`config.mk`:
```
export PLATFORM = sky130hd
export DESIGN_NAME = serial_mem_adapter
export DESIGN_NICKNAME = d
export VERILOG_FILES = /design/src/rtl/serial_mem_adapter.sv
export SDC_FILE = /design/constraint.sdc
export NUM_CORES = 1
export LEC_CHECK = 0
export CAP_MARGIN = 0
export CELL_PAD_IN_SITES_DETAIL_PLACEMENT = 2
export CELL_PAD_IN_SITES_GLOBAL_PLACEMENT = 2
export CORE_MARGIN = 3
export CORE_UTILIZATION = 28
export CTS_BUF_LIST = sky130_fd_sc_hd__clkbuf_4
export CTS_CLUSTER_SIZE = 16
export DETAILED_ROUTE_END_ITERATION = 16
export PLACE_DENSITY_LB_ADDON = 0.1
export SLEW_MARGIN = 30
export SYNTH_ARGS = -nofsm -noshare
export SYNTH_HDL_FRONTEND = slang
export SYNTH_SLANG_ARGS = --single-unit
export TNS_END_PERCENT = 50
```
`constraint.sdc`:
```
create_clock -name clock -period 3.1 [get_ports clock]
set_input_delay 0.62 -clock clock [delete_from_list [all_inputs] [get_ports clock]]
set_output_delay 0.62 -clock clock [all_outputs]
set_load 0.01 [all_outputs]
```
`src/rtl/serial_mem_adapter.sv`:
```
// serial_mem_adapter: bridges a 32-bit host serial word stream to a 64-bit-addressed word memory port.
// Revision 1.0 -- initial release.
`default_nettype none

module serial_mem_adapter (
  input  logic        clock,
  input  logic        reset,
  input  logic        serial_in_valid,
  output logic        serial_in_ready,
  input  logic [31:0] serial_in_bits,
  output logic        serial_out_valid,
  input  logic        serial_out_ready,
  output logic [31:0] serial_out_bits,
  output logic        mem_req_valid,
  input  logic        mem_req_ready,
  output logic        mem_req_write,
  output logic [63:0] mem_req_addr,
  output logic [31:0] mem_req_data,
  input  logic        mem_resp_valid,
  output logic        mem_resp_ready,
  input  logic [31:0] mem_resp_data
);

  typedef enum logic [3:0] {
    S_CMD     = 4'd0,
    S_ADDR_LO = 4'd1,
    S_ADDR_HI = 4'd2,
    S_LEN_LO  = 4'd3,
    S_LEN_HI  = 4'd4,
    S_WDATA   = 4'd5,
    S_REQ     = 4'd6,
    S_RESP    = 4'd7,
    S_RDATA   = 4'd8
  } state_t;

  state_t      state;
  state_t      state_next;
  logic        is_write;
  logic [63:0] addr;
  logic [63:0] len;
  logic [63:0] count;
  logic [31:0] data;
  logic        in_state;
  logic        in_fire;
  logic        cmd_ok;
  logic        last_word;

  assign in_state = (state == S_CMD) || (state == S_ADDR_LO) || (state == S_ADDR_HI) ||
                    (state == S_LEN_LO) || (state == S_LEN_HI) || (state == S_WDATA);
  assign serial_in_ready = in_state && !reset;
  assign in_fire   = serial_in_valid && serial_in_ready;
  assign cmd_ok    = (serial_in_bits[31:1] == 31'd0);
  assign last_word = (count == 64'd0);

  always_ff @(posedge clock) begin
    if (reset) state <= S_CMD;
    else       state <= state_next;
  end

  always_comb begin
    state_next       = state;
    serial_out_valid = 1'b0;
    serial_out_bits  = 32'd0;
    mem_req_valid    = 1'b0;
    mem_req_write    = 1'b0;
    mem_req_addr     = 64'd0;
    mem_req_data     = 32'd0;
    mem_resp_ready   = 1'b0;
    case (state)
      S_CMD:     if (in_fire && cmd_ok) state_next = S_ADDR_LO;
      S_ADDR_LO: if (in_fire) state_next = S_ADDR_HI;
      S_ADDR_HI: if (in_fire) state_next = S_LEN_LO;
      S_LEN_LO:  if (in_fire) state_next = S_LEN_HI;
      S_LEN_HI:  if (in_fire) state_next = is_write ? S_WDATA : S_REQ;
      S_WDATA:   if (in_fire) state_next = S_REQ;
      S_REQ: begin
        mem_req_valid = 1'b1;
        mem_req_write = is_write;
        mem_req_addr  = addr;
        mem_req_data  = is_write ? data : 32'd0;
        if (mem_req_ready) state_next = S_RESP;
      end
      S_RESP: begin
        mem_resp_ready = 1'b1;
        if (mem_resp_valid) begin
          if (!is_write)      state_next = S_RDATA;
          else if (last_word) state_next = S_CMD;
          else                state_next = S_WDATA;
        end
      end
      S_RDATA: begin
        serial_out_valid = 1'b1;
        serial_out_bits  = data;
        if (serial_out_ready) state_next = last_word ? S_CMD : S_REQ;
      end
      default: state_next = S_CMD;
    endcase
  end

  // Counter holds words remaining after the current one, so an all-ones LEN never needs a 65th bit.
  always_ff @(posedge clock) begin
    if (reset) begin
      is_write <= 1'b0;
      addr     <= 64'd0;
      len      <= 64'd0;
      count    <= 64'd0;
      data     <= 32'd0;
    end else begin
      case (state)
        S_CMD:     if (in_fire && cmd_ok) is_write <= serial_in_bits[0];
        S_ADDR_LO: if (in_fire) addr[31:0]  <= serial_in_bits;
        S_ADDR_HI: if (in_fire) addr[63:32] <= serial_in_bits;
        S_LEN_LO:  if (in_fire) len[31:0]   <= serial_in_bits;
        S_LEN_HI: begin
          if (in_fire) begin
            len[63:32] <= serial_in_bits;
            count       <= {serial_in_bits, len[31:0]};
          end
        end
        S_WDATA:   if (in_fire) data <= serial_in_bits;
        S_RESP: begin
          if (mem_resp_valid) begin
            addr <= addr + 64'd4;
            if (!is_write)       data  <= mem_resp_data;
            else if (!last_word) count <= count - 64'd1;
          end
        end
        S_RDATA: if (serial_out_ready && !last_word) count <= count - 64'd1;
        default: ;
      endcase
    end
  end

endmodule

`default_nettype wire
```
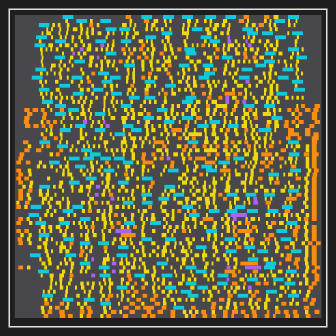
*Cell classes on the final placement*
Fill, decap, tap and diode cells in grey.
other buffers and delay cells -> orange  # cells 338, share of their area 21%
combinational and other logic -> yellow  # cells 1369, share of their area 51%
clock drivers and dummy loads -> purple  # cells 32, share of their area 2.0%
flops -> cyan  # cells 197, share of their area 27%
design area: 15500 um2
final core utilization: 0.369
core area: 42100 um2

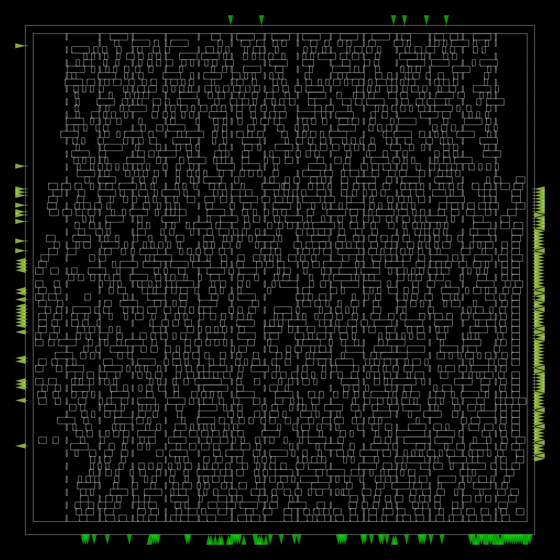
*Placed standard cells*
row count: 75
Finished Layout Cells: 2478

==> run notes <==
flow finished, numbers: outcome=finished, final reports clean, Clock transition at path regs=170 ps, ClkCell Share=0.0187, initial antenna violation count=5, area delta synth->final=29.8%, Post-DP HPWL=44.2 mm, Final Max Tran Viols=0, Initial DRT Pass Iterations=5, cell count of the worst hold path=2, PwrDens=323 nW/um2, TritonCTS clock tree=yes, CP max-delay cell=clkdlybuf4s50_1, sequential cell area=3950 um2, Top Layout Cells=272 x nand2_1, 194 x dfxtp_1, 167 x a21oi_1, tapcells inserted=539, ys async rst share=0, xor+xnor area frac=0, Worst path depth=5, root buffer cell=clkbuf_4, Comb gates=1342, ys cells=1710, total gr overflow=0, IO buf count=202, chip width=213 um, Max clock buf depth=2, Critical Path RT=2480 ps, DRC Markers=0, Mean Syn Cell Area=7.01 um2, Critical path buffers and inverters=4, critical path's top delay family=buffers and inverters, setup bufs post-CTS=8, Biggest Area Class=logic gates, Unique cell types=69, largest net degree at the start of global routing=142, Clock Skews=18.4 ps, dominant logic cell type in the layout=nand2_1, CP endpoint=mem_resp_ready, flop share of the area=0.254, Cell Area, Placed=15200 um2, clk latency late pin=680 ps, RR Endpoint=count[60], Main synth FF type=dfxtp_1, vias in the first global route=14.4k, Hold WC Path Type=reg -> reg, worst stage delay on the critical path=530 ps, syn_nets=1782, final setup fails=0, fillers=4972, Setup crit end kind=output port, number of synthesized flops with an enable pin=0, die y size=213 um, Critical Path Fanout Max=13, Simple-Gate Area Share=0.346, Inserted Clock Buffers=17, Tool Warnings=31, GP Congestion=0.860, Max Cap Violations=0, period utilisation layout=0.976, CTS HTree Levels=4, Post-synth regs=197, power consumption=5.02 mW, Multiplexer share=0.00679, Synth warnings=0, setup repair after global routing missed its margin=yes, invs w/o clock=27, HP Start=len[15], Hold Path Sink=len[15], Largest logic family=simple AND/OR/NAND/NOR gates, first-pass GRT wire length=93.5 mm, # hold bufs at CTS=0, Critical Path Source Type=register, crit path time final=3030 ps, most used cell, CP=buf_4, largest registers=addr (64), count (64), Non-Clock Buffer Area Fraction=0.199, Max Clk Rate=331 MHz, synthesized instance count=1710, Non-clock buffers=338, PnR worst setup slack=74.4 ps, Pleak=6.01 nW, final hold violation count=0, R2R Setup Slk=140 ps, Resized cells post-CTS=161, Critical R2R Launch=count[56], post-place setup slack=-197 ps, drt via density=5.77, critical path arrival=2410 ps, logic share of the area=0.478, Comb area=7430 um2, Crit. Startpoint=state[1], FP Util=0.284, placed instance count=2427, R2R cell count=7, Initial DRC Count=1096, chip area=45300 um2, kind of critical path=reg -> out, Slew @ Worst Pin=909 ps, normalized max-slew margin=0.390, register area share after synthesis=0.329, Adder Share, Synth=0.00209, crit path cell chain=buf_4, nand4b_1, clkinv_4, buf_4, clkdlybuf4s50_1, # IOs=203, Final ANT Viol Nets=0, ant diodes=3, clock sinks=197, layout cell share with drive strength beyond 1=0.111, Max IR drop VDD=0.222 mV, clk_buf instances=17, yosys aoi share=0.260, Netlist Area Pre-Place=12000 um2, layout sequential cell count=197, Total Nets Final=1995, Yosys chip area=12000 um2
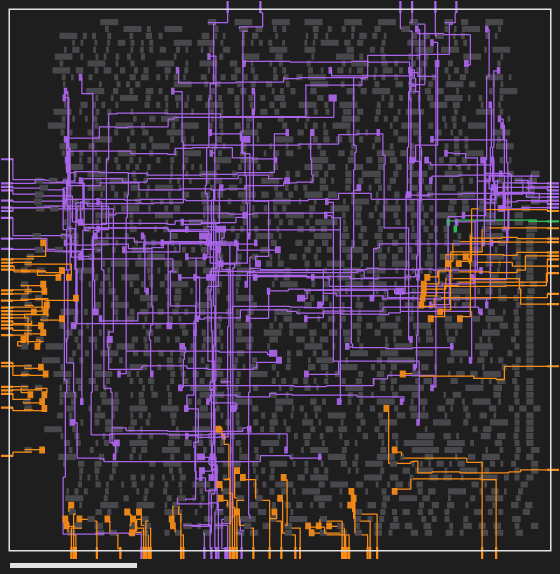
*I/O nets highlighted*
Bar = 50 um.
`mem_req_addr` -> orange  # bits 64, direction output, end cells 64, wire 1900 um
`serial_in_bits` -> purple  # bits 32, direction input, end cells 136, wire 9070 um
`serial_out_ready` -> green  # bits 1, direction input, end cells 2, wire 46.9 um

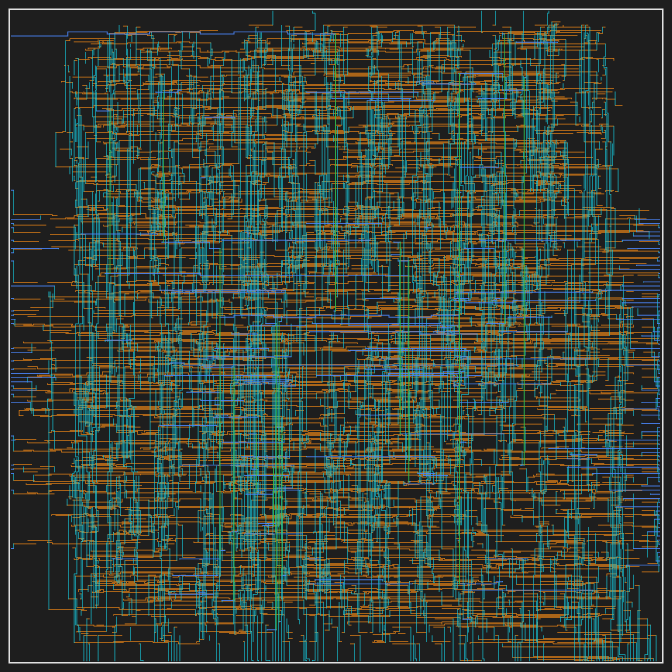
*Wiring by layer*
metal 4 -> green  # wire length 1180 um
metal 3 -> blue  # wire length 2720 um
metal 1 -> orange  # wire length 31.6 mm
metal 2 -> cyan  # wire length 27.4 mm
total number of vias: 14.3k
routed wire length: 62.9 mm
DR WL/cell: 25.4 um
gr usage total: 0.272

[power by group]
part / total [mW] / switching (mW) / internal [mW]
Sequential: 2.70 / 0.0974 / 2.60
Combinational: 0.744 / 0.447 / 0.296
Clock: 1.57 / 1.03 / 0.549
[synth_stat cells (4+ instances only)]
master / instances / area share
o41ai_1: 10 / 0.0073
a311oi_1: 32 / 0.023
a21oi_1: 167 / 0.070
nand3_1: 52 / 0.022
or3_1: 14 / 0.0073
nor4_1: 43 / 0.022
or2_2: 4 / 0.0021
buf_2: 10 / 0.0042
o31ai_1: 14 / 0.0088
nand2_1: 272 / 0.085
o31a_1: 5 / 0.0037
and2_1: 116 / 0.061
and3_1: 53 / 0.028
o211ai_1: 6 / 0.0038
nand4_1: 40 / 0.021
nor3b_1: 4 / 0.0025
o32ai_1: 9 / 0.0066
and4_1: 6 / 0.0044
mux2i_1: 7 / 0.0058
a22o_1: 8 / 0.0058
o22ai_1: 15 / 0.0078
o21a_1: 6 / 0.0038
a2111oi_0: 5 / 0.0037
a22oi_1: 5 / 0.0031
clkbuf_1: 122 / 0.038
nor2_1: 155 / 0.049
dfxtp_1: 197 / 0.33
nor3_1: 63 / 0.026
a211oi_1: 27 / 0.017
or4_1: 10 / 0.0063
a31oi_1: 22 / 0.011
a32o_1: 8 / 0.0067
o21ai_0: 101 / 0.042
inv_1: 25 / 0.0078
buf_1: 9 / 0.0028
a21o_1: 4 / 0.0025
a31o_2: 9 / 0.0066
[through the flow]
| step | setup TNS, ps | hold slack, ps |
|---|---|---|
| floorplan | 0 | 432 |
| global placement | -664 | 445 |
| detailed placement | -652 | 455 |
| CTS | -133 | 428 |
| global route | -53.8 | 471 |
| finish | 0 | 470 |
[metal layers]
metal	global-route usage	wire, um
met5	0	0
met4	0.0663	1180
met3	0.0285	2720
met2	0.422	27400
met1	0.404	31600
Power and IR drop assume default switching activity.
